Fig. 1: clock nets
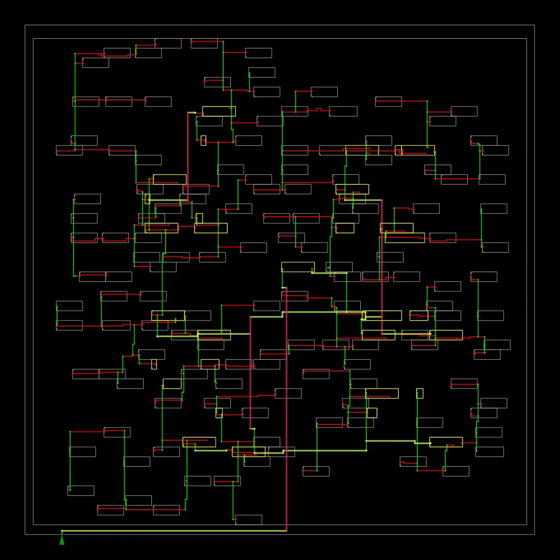
Fig. 2: cells coloured by class
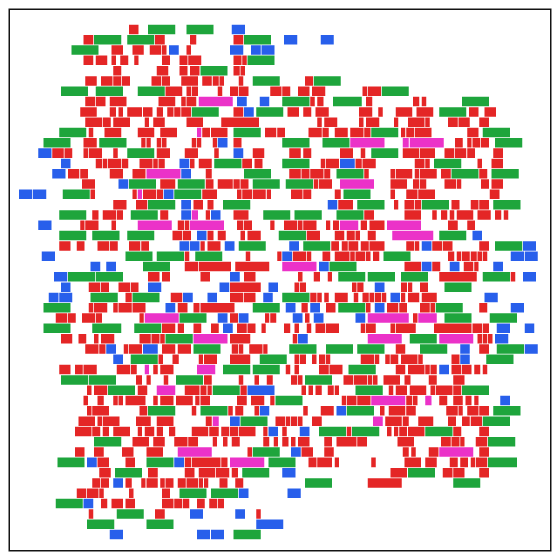
File: src/rtl/pulse_timer_pkg.sv
// Shared types for the multi-channel pulse timer.
// Channel state enum, mode encodings, cfg index width helper.
package pulse_timer_pkg;

  typedef enum logic {
    IDLE = 1'b0,
    RUN  = 1'b1
  } st_t;

  localparam logic MODE_PERIODIC = 1'b0;
  localparam logic MODE_ONESHOT  = 1'b1;

  function automatic int chw(input int n);
    return (n > 1) ? $clog2(n) : 1;
  endfunction

endpackage

File: src/rtl/pulse_timer_ch.sv
// One timer channel: IDLE/RUN FSM, counter, active+shadow cfg.
// Ports: clk, rst, start, stop, wr/wr_per/wr_one in; sig, busy, pend out.
module pulse_timer_ch
  import pulse_timer_pkg::*;
#(
  parameter int CBITS      = 10,
  parameter int DEF_PERIOD = 750
) (
  input  logic             clk,
  input  logic             rst,
  input  logic             start,
  input  logic             stop,
  input  logic             wr,
  input  logic [CBITS-1:0] wr_per,
  input  logic             wr_one,
  output logic             sig,
  output logic             busy,
  output logic             pend
);

  localparam logic [CBITS-1:0] DEF = DEF_PERIOD[CBITS-1:0];
  localparam logic [CBITS-1:0] ONE = 1;

  st_t              st, st_n;
  logic [CBITS-1:0] cnt, cnt_n;
  logic [CBITS-1:0] per, per_n;
  logic [CBITS-1:0] sh_per, sh_per_n;
  logic             one, one_n;
  logic             sh_one, sh_one_n;
  logic             pend_n;
  logic             sig_n;
  logic             wrap;

  always_ff @(posedge clk) begin
    if (rst) begin
      st     <= IDLE;
      cnt    <= '0;
      per    <= DEF;
      sh_per <= DEF;
      one    <= MODE_PERIODIC;
      sh_one <= MODE_PERIODIC;
      pend   <= 1'b0;
      sig    <= 1'b0;
    end else begin
      st     <= st_n;
      cnt    <= cnt_n;
      per    <= per_n;
      sh_per <= sh_per_n;
      one    <= one_n;
      sh_one <= sh_one_n;
      pend   <= pend_n;
      sig    <= sig_n;
    end
  end

  always_comb begin
    st_n     = st;
    cnt_n    = cnt;
    per_n    = per;
    sh_per_n = sh_per;
    one_n    = one;
    sh_one_n = sh_one;
    pend_n   = pend;
    sig_n    = 1'b0;
    wrap     = (st == RUN) && (cnt >= per);

    if (wr) begin
      sh_per_n = wr_per;
      sh_one_n = wr_one;
      pend_n   = 1'b1;
    end

    // An idle channel takes new cfg straight away, so a
    // same-cycle start counts against the new period.
    if (st == IDLE) begin
      if (wr) begin
        per_n  = wr_per;
        one_n  = wr_one;
        pend_n = 1'b0;
      end else if (pend) begin
        per_n  = sh_per;
        one_n  = sh_one;
        pend_n = 1'b0;
      end
    end

    unique case (1'b1)
      stop: begin
        st_n  = IDLE;
        cnt_n = '0;
      end
      start && !stop: begin
        st_n  = RUN;
        cnt_n = '0;
      end
      wrap && !start && !stop: begin
        cnt_n = '0;
        sig_n = 1'b1;
        if (one == MODE_ONESHOT) st_n = IDLE;
        if (pend) begin
          per_n  = sh_per;
          one_n  = sh_one;
          pend_n = 1'b0;
        end
      end
      default: begin
        if (st == RUN) cnt_n = cnt + ONE;
      end
    endcase
  end

  assign busy = (st == RUN);

endmodule

File: src/rtl/pulse_timer_mc.sv
// NCH-channel pulse timer with a valid/ready cfg write port.
// Ports: clk, rst, start, stop, cfg_*; sig, busy, cfg_ready.
module pulse_timer_mc
  import pulse_timer_pkg::*;
#(
  parameter int NCH        = 4,
  parameter int CBITS      = 10,
  parameter int DEF_PERIOD = 750
) (
  input  logic                  clk,
  input  logic                  rst,
  input  logic [NCH-1:0]        start,
  input  logic [NCH-1:0]        stop,
  input  logic                  cfg_valid,
  output logic                  cfg_ready,
  input  logic [chw(NCH)-1:0]   cfg_ch,
  input  logic [CBITS-1:0]      cfg_period,
  input  logic                  cfg_oneshot,
  output logic [NCH-1:0]        sig,
  output logic [NCH-1:0]        busy
);

  localparam int CW = chw(NCH);

  logic [NCH-1:0] pend;
  logic [NCH-1:0] wr;

  // Out-of-range cfg_ch matches no channel: ready, then dropped.
  always_comb begin
    cfg_ready = 1'b1;
    for (int i = 0; i < NCH; i++) begin
      if (pend[i] && cfg_ch == CW'(i)) cfg_ready = 1'b0;
    end
  end

  for (genvar i = 0; i < NCH; i++) begin : g_ch
    assign wr[i] = cfg_valid && cfg_ready
                && (cfg_ch == CW'(i));

    pulse_timer_ch #(
      .CBITS      (CBITS),
      .DEF_PERIOD (DEF_PERIOD)
    ) u_ch (
      .clk    (clk),
      .rst    (rst),
      .start  (start[i]),
      .stop   (stop[i]),
      .wr     (wr[i]),
      .wr_per (cfg_period),
      .wr_one (cfg_oneshot),
      .sig    (sig[i]),
      .busy   (busy[i]),
      .pend   (pend[i])
    );
  end

endmodule

File: config.mk
export PLATFORM = sky130hd
export DESIGN_NAME = pulse_timer_mc
export DESIGN_NICKNAME = d
export VERILOG_FILES = /design/src/rtl/pulse_timer_pkg.sv /design/src/rtl/pulse_timer_ch.sv /design/src/rtl/pulse_timer_mc.sv
export SDC_FILE = /design/constraint.sdc
export NUM_CORES = 1
export LEC_CHECK = 0
export CAP_MARGIN = 40
export CORE_MARGIN = 2
export CORE_UTILIZATION = 40
export DETAILED_ROUTE_END_ITERATION = 10
export PLACE_DENSITY = 0.61
export SYNTH_ARGS = -nofsm -noshare
export SYNTH_HDL_FRONTEND = slang
export SYNTH_SLANG_ARGS = --single-unit
File: constraint.sdc
create_clock -name clk -period 2.3 [get_ports clk]
set_input_delay 0.345 -clock clk [delete_from_list [all_inputs] [get_ports clk]]
set_output_delay 0.345 -clock clk [all_outputs]
set_load 0.05 [all_outputs]
==> results_dict.tcl <==
# flow metrics
set metrics [dict create \
    outcome "complete, no violations" \
    area_dominant_class "logic gates" \
    area_growth_pct 19.16 \
    grt_setup_unrepaired "yes" \
    drc_errors 0 \
    worstPathMaxFanout 6 \
    worstPathRequired_ns 2.62 \
    instances_no_fill 1157 \
    yosysWarningCount 0 \
    clkTransAtPathRegs_ns 0.06 \
    nWellTaps 234 \
    leakagePower_nw 3.840 \
    dr.pass1.iters 4 \
    fp_util_pct 40.87 \
    topCellsByArea "dfxtp_1, ha_1, mux2i_1, a21oi_1, a211oi_1" \
    warnings 27 \
    die_x_um 142.5 \
    die_h_um 142.5 \
    ys_cells 858 \
    place.gp.congestion 0.7656 \
    syn_inst 858 \
    arrival_ns 2.55 \
    chipArea_sq_um 20300 \
    antenna_found_initial 0 \
    buffer_area_share_pct 9.609 \
]
-- Fig. 1 (at the start) --
total CTS buffers: 17
clk_lat worst skew: 0.43 ns
clock sink count: 140
flop count: 140
Clk. pwr: 2.75 mW

-- Fig. 2 (at the start) --
Key: clock drivers and dummy loads = magenta [cells 31, share of their area 6.5%]; remaining buffers and delay cells = blue [cells 103, share of their area 9.9%]; sequential cells = green [cells 140, share of their area 32%]; combinational and other logic = red [cells 649, share of their area 52%]
Core Util, Final: 48.71%
core box area: 18770 sq um
Seq area share: 30.70%
std cell rows: 50

-- where the power goes --
group / total, mW / switching [mW] / leakage (nW) / internal [mW]
Combinational: 0.499 / 0.276 / 2.41 / 0.223
Sequential: 2.56 / 0.0542 / 1.14 / 2.50
Clock: 2.75 / 1.05 / 0.286 / 1.70
-- worst paths after layout --
path | start | slack [ns] | to | depth (start not counted)
setup reg to reg | g_ch[2].u_ch.per[7]$_SDFF_PP1_ | 0.07 | g_ch[2].u_ch.one$_SDFF_PP0_ | 8
hold reg to reg | g_ch[3].u_ch.one$_SDFF_PP0_ | 0.46 | g_ch[3].u_ch.busy$_SDFFE_PP0P_ | 1
setup / recovery | g_ch[2].u_ch.per[7]$_SDFF_PP1_ | 0.07 | g_ch[2].u_ch.one$_SDFF_PP0_ | 8
hold / removal | rst | 0.36 | g_ch[2].u_ch.sh_per[8]$_SDFFE_PP0P_ | 2
-- logic make-up after synthesis --
group / count (synthesis) / synth area share (%)
and+or+nand+nor: 265 / 18.56
AOI/OAI and AO/OA: 202 / 19.39
DFF: 140 / 36.54
buffers and inverters: 122 / 7.177
muxes: 57 / 7.959
adders and majority gates: 44 / 7.177
xor gates and xnor gates: 28 / 3.197
-- synth_stat cells, types with 11 or more instances --
| library cell | instances |
|---|---|
| a211o_1 | 23 |
| a21oi_1 | 67 |
| nand4_1 | 21 |
| nand2_1 | 69 |
| o21ai_0 | 12 |
| ha_1 | 44 |
| nor3b_1 | 15 |
| nor2b_1 | 42 |
| inv_1 | 53 |
| nor2_1 | 58 |
| dfxtp_1 | 140 |
| clkbuf_1 | 33 |
| nand2b_1 | 11 |
| xor2_1 | 25 |
| buf_2 | 16 |
| a211oi_1 | 37 |
| a22oi_1 | 16 |
| mux2i_1 | 40 |
| a221o_1 | 21 |
-- worst max-delay path, cell delays in order, from the launching register on --
cell      delay [ns]
dfxtp_2         0.34
inv_1           0.04
ha_1            0.31
a211oi_2        0.22
nor2_1          0.07
or3_4           0.43
o211ai_4        0.24
buf_4           0.17
mux2_4          0.29
-- through the flow --
stage | TNS (ns) | worst slack, ns | instance area (sq um)
6_report | 0 | 0.06845 | 9141
5_1_grt | -0.1473 | -0.04054 | 9141
4_1_cts | 0 | 0.02472 | 9042
3_5_place_dp | 0 | 0.04786 | 8463
3_3_place_gp | -0.02006 | -0.01035 | 8456
2_1_floorplan | 0 | 0.1481 | 7671
-- flip-flops by register name, summed over array words and instances (netlist names) --
register / cells
g_ch.u_ch.sig: 4
g_ch.u_ch.cnt: 40
g_ch.u_ch.sh_one: 4
g_ch.u_ch.busy: 4
g_ch.u_ch.sh_per: 40
g_ch.u_ch.per: 40
g_ch.u_ch.pend: 4
g_ch.u_ch.one: 4
-- layer usage --
| metal | part of all wire [%] | wire length, um | track usage [%] | up-vias |
|---|---|---|---|---|
| li1 | - | - | - | 3163 |
| met3 | 2.7 | 494 | 4.071 | 13 |
| met4 | 1.1 | 192 | 5.419 | 0 |
| met2 | 45 | 8092 | 28.72 | 79 |
| met5 | 0 | 0 | 0 | - |
| met1 | 52 | 9328 | 27.08 | 2940 |
Power is estimated from default activity; no workload was simulated.
